File: src/rtl/credit_pkg.sv
`default_nettype none
// ============================================================================
// Module      : credit_pkg
// Description : Shared definitions for the credit sender block: sender state
//               encoding and default payload / credit-ceiling constants.
// Revision    : 1.0 - initial release
// ============================================================================
package credit_pkg;

    // Default payload width and credit ceiling used by credit_sender.
    localparam int CREDIT_DATA_WIDTH_DEFAULT  = 8;
    localparam int CREDIT_MAX_CREDITS_DEFAULT = 8;

    // Sender link-state encoding.
    typedef enum logic [1:0] {
        SENDER_RESET  = 2'd0,
        SENDER_WAIT   = 2'd1,
        SENDER_ACTIVE = 2'd2
    } sender_state_t;

endpackage : credit_pkg
`default_nettype wire

File: src/rtl/credit_sender_counter.sv
`default_nettype none
// ============================================================================
// Module      : credit_sender_counter
// Description : Credit bookkeeping for credit_sender. Holds the credit count,
//               loads the initial credit value, applies send/return updates
//               with saturation at MAX_CREDITS, and derives the credits that
//               are usable after the withheld amount is removed.
// Ports       : clk, rst (async active-low)
//               i_load / i_load_value : force count to the initial value
//               i_dec                 : one credit consumed by a transfer
//               i_inc                 : one credit returned (already qualified)
//               i_withhold            : credits held back from use
//               o_count / o_available : current and usable credits
//               o_error               : sticky overflow flag
// Config      : CREDIT_SENDER_OVERFLOW_CHECK_EN - when defined, a sticky
//               overflow flop drives o_error; otherwise o_error is tied 0.
// Revision    : 1.0 - initial release
// ============================================================================
module credit_sender_counter #(
    parameter  int MAX_CREDITS = 8,
    localparam int CW          = $clog2(MAX_CREDITS + 1)
) (
    input  logic          clk,
    input  logic          rst,
    input  logic          i_load,
    input  logic [CW-1:0] i_load_value,
    input  logic          i_dec,
    input  logic          i_inc,
    input  logic [CW-1:0] i_withhold,
    output logic [CW-1:0] o_count,
    output logic [CW-1:0] o_available,
    output logic          o_error
);

    localparam logic [CW-1:0] c_max = CW'(MAX_CREDITS);

    logic [CW-1:0] r_count;

    // A simultaneous send and return cancel out, so only the unpaired cases
    // move the count. A lone return at the ceiling is dropped (saturation).
    always_ff @(posedge clk or negedge rst) begin
        if (!rst) begin
            r_count <= '0;
        end else if (i_load) begin
            r_count <= i_load_value;
        end else if (i_dec && !i_inc) begin
            r_count <= r_count - CW'(1);
        end else if (i_inc && !i_dec && (r_count != c_max)) begin
            r_count <= r_count + CW'(1);
        end
    end

    assign o_count     = r_count;
    assign o_available = (r_count > i_withhold) ? (r_count - i_withhold) : '0;

`ifdef CREDIT_SENDER_OVERFLOW_CHECK_EN
    logic w_overflow;
    logic r_error;

    // Overflow is a return the counter had to discard. Loading is excluded
    // because returns are never accepted while the count is being loaded.
    assign w_overflow = i_inc && !i_dec && !i_load && (r_count == c_max);

    always_ff @(posedge clk or negedge rst) begin
        if (!rst) begin
            r_error <= 1'b0;
        end else if (w_overflow) begin
            r_error <= 1'b1;
        end
    end

    assign o_error = r_error;
`else
    assign o_error = 1'b0;
`endif

endmodule : credit_sender_counter
`default_nettype wire

File: src/rtl/credit_sender.sv
`default_nettype none
// ============================================================================
// Module      : credit_sender
// Description : Credit-based sender. Accepts payloads from upstream while
//               usable credits remain, forwards them through a one-cycle
//               output register, and tracks credits returned by the receiver.
//               A small link FSM (RESET -> WAIT -> ACTIVE) handles the reset
//               handshake with the receiver.
// Ports       : clk, rst (async active-low)
//               push_valid/push_ready/push_data : upstream handshake
//               pop_valid/pop_data              : registered output
//               pop_credit/pop_credit_stall     : credit return path
//               pop_sender_in_reset / pop_receiver_in_reset : link reset
//               credit_initial/credit_withhold  : credit configuration
//               credit_count/credit_available/credit_error : status
// Config      : CREDIT_SENDER_OVERFLOW_CHECK_EN - enables the sticky
//               credit_error flag (see credit_sender_counter).
// Revision    : 1.0 - initial release
// ============================================================================
module credit_sender
    import credit_pkg::*;
#(
    parameter  int DATA_WIDTH  = CREDIT_DATA_WIDTH_DEFAULT,
    parameter  int MAX_CREDITS = CREDIT_MAX_CREDITS_DEFAULT,
    localparam int CW          = $clog2(MAX_CREDITS + 1)
) (
    input  logic                  clk,
    input  logic                  rst,
    input  logic                  push_valid,
    output logic                  push_ready,
    input  logic [DATA_WIDTH-1:0] push_data,
    output logic                  pop_valid,
    output logic [DATA_WIDTH-1:0] pop_data,
    input  logic                  pop_credit,
    output logic                  pop_credit_stall,
    output logic                  pop_sender_in_reset,
    input  logic                  pop_receiver_in_reset,
    input  logic [CW-1:0]         credit_initial,
    input  logic [CW-1:0]         credit_withhold,
    output logic [CW-1:0]         credit_count,
    output logic [CW-1:0]         credit_available,
    output logic                  credit_error
);

    localparam logic [1:0] S_RESET  = SENDER_RESET;
    localparam logic [1:0] S_WAIT   = SENDER_WAIT;
    localparam logic [1:0] S_ACTIVE = SENDER_ACTIVE;

    logic [1:0]            r_state;
    logic                  r_pop_valid;
    logic [DATA_WIDTH-1:0] r_pop_data;

    logic w_active;
    logic w_wait;
    logic w_transfer;
    logic w_credit_accept;

    assign w_active        = (r_state == S_ACTIVE);
    assign w_wait          = (r_state == S_WAIT);
    assign push_ready      = w_active && (credit_available != '0);
    assign w_transfer      = push_valid && push_ready;
    // Credit returns only count while the link is up; the stall output tells
    // the receiver so it can hold them.
    assign w_credit_accept = pop_credit && w_active;

    // ------------------------------------------------------------------------
    // Link FSM. S_RESET is held by the async reset and lasts one clock after
    // release; S_WAIT waits for the receiver to leave its own reset.
    // ------------------------------------------------------------------------
    always_ff @(posedge clk or negedge rst) begin
        if (!rst) begin
            r_state <= S_RESET;
        end else begin
            case (r_state)
                S_RESET:  r_state <= S_WAIT;
                S_WAIT:   if (!pop_receiver_in_reset) r_state <= S_ACTIVE;
                S_ACTIVE: if (pop_receiver_in_reset)  r_state <= S_WAIT;
                default:  r_state <= S_RESET;
            endcase
        end
    end

    // ------------------------------------------------------------------------
    // Output register. Valid is a one-cycle pulse per transfer; data holds
    // between transfers. A receiver reset drops any pending valid.
    // ------------------------------------------------------------------------
    always_ff @(posedge clk or negedge rst) begin
        if (!rst) begin
            r_pop_valid <= 1'b0;
            r_pop_data  <= '0;
        end else begin
            r_pop_valid <= w_transfer && !(w_active && pop_receiver_in_reset);
            if (w_transfer) begin
                r_pop_data <= push_data;
            end
        end
    end

    assign pop_valid           = r_pop_valid;
    assign pop_data            = r_pop_data;
    assign pop_credit_stall    = !w_active;
    assign pop_sender_in_reset = (r_state == S_RESET);

    credit_sender_counter #(
        .MAX_CREDITS (MAX_CREDITS)
    ) u_counter (
        .clk          (clk),
        .rst          (rst),
        .i_load       (w_wait),
        .i_load_value (credit_initial),
        .i_dec        (w_transfer),
        .i_inc        (w_credit_accept),
        .i_withhold   (credit_withhold),
        .o_count      (credit_count),
        .o_available  (credit_available),
        .o_error      (credit_error)
    );

endmodule : credit_sender
`default_nettype wire

File: config.mk
export PLATFORM = sky130hd
export DESIGN_NAME = credit_sender
export DESIGN_NICKNAME = d
export VERILOG_FILES = /design/src/rtl/credit_pkg.sv /design/src/rtl/credit_sender_counter.sv /design/src/rtl/credit_sender.sv
export SDC_FILE = /design/constraint.sdc
export NUM_CORES = 1
export LEC_CHECK = 0
export CAP_MARGIN = 25
export CORE_MARGIN = 2
export CORE_UTILIZATION = 45
export CTS_BUF_LIST = sky130_fd_sc_hd__clkbuf_4 sky130_fd_sc_hd__clkbuf_8
export CTS_CLUSTER_SIZE = 10
export DETAILED_ROUTE_END_ITERATION = 8
export DONT_BUFFER_PORTS = 1
export PLACE_DENSITY = 0.69
export SLEW_MARGIN = 40
export SYNTH_ARGS = -nofsm -noshare
export SYNTH_HDL_FRONTEND = slang
export SYNTH_HIERARCHICAL = 1
export SYNTH_SLANG_ARGS = --single-unit
File: constraint.sdc
create_clock -name clk -period 4.8 [get_ports clk]
set_input_delay 0.96 -clock clk [delete_from_list [all_inputs] [get_ports clk]]
set_output_delay 0.96 -clock clk [all_outputs]
set_load 0.05 [all_outputs]
Figure 1. Sequential cells colored by netlist name.
(10 px per um) Other sequential cells in the stronger gray, the rest of the logic in the fainter gray.
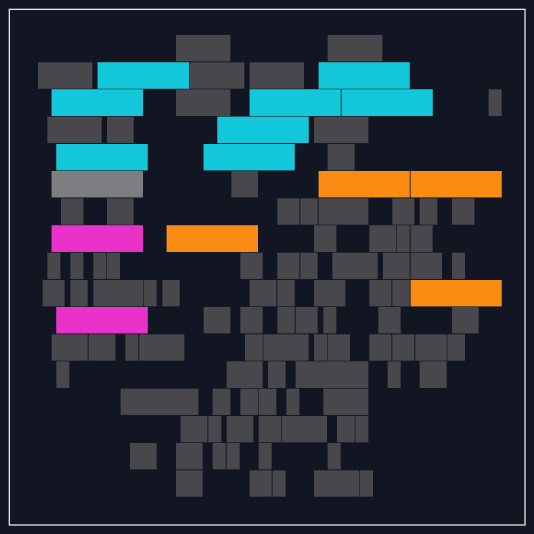
Key: orange = u_counter/o_count [sequential cells 4]; cyan = pop_data [sequential cells 8]; magenta = r_state [sequential cells 2]

Figure 2. Met2 routing.
(6 px per um)
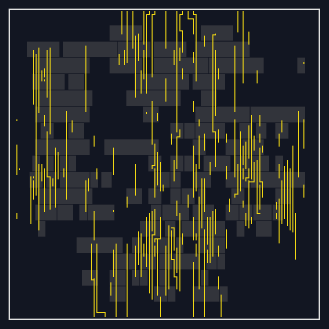
The layer holds 48% of the routed length. 117 nets have wire on it. The wires run mostly vertical.

==> CHANGELOG.md <==
### Physical design

* Fin util at 51.2%
* YS chip area at 0.00101 sq mm
* Post_cts resized at 0
* Post-DRT Antenna Nets at 0
* Most numerous logic cell after layout: dfrtp_1
* RD Place Congestion at 0.831
* Die Y at 51.4 um
* Synth warn at 6
* Cell type with the largest total area: dfrtp_1
* CP startpoint: u_counter/o_count[0]$_DFFE_PN0P_
* Initial antenna violation count at 0
* Latency at later pin at 0.27 ns
* Hold Buf Count CTS at 0
* Outcome: completed
* Busiest grt layer: met2
* NonClk Buf Share at 4.73%
* Crit path max-delay family: simple AND/OR/NAND/NOR gates
* Die W at 51.4 um
* Max-area cell share at 37.1%
* Top class by area: multi-input combinational cells
* TritonRoute pass-1 iters at 4
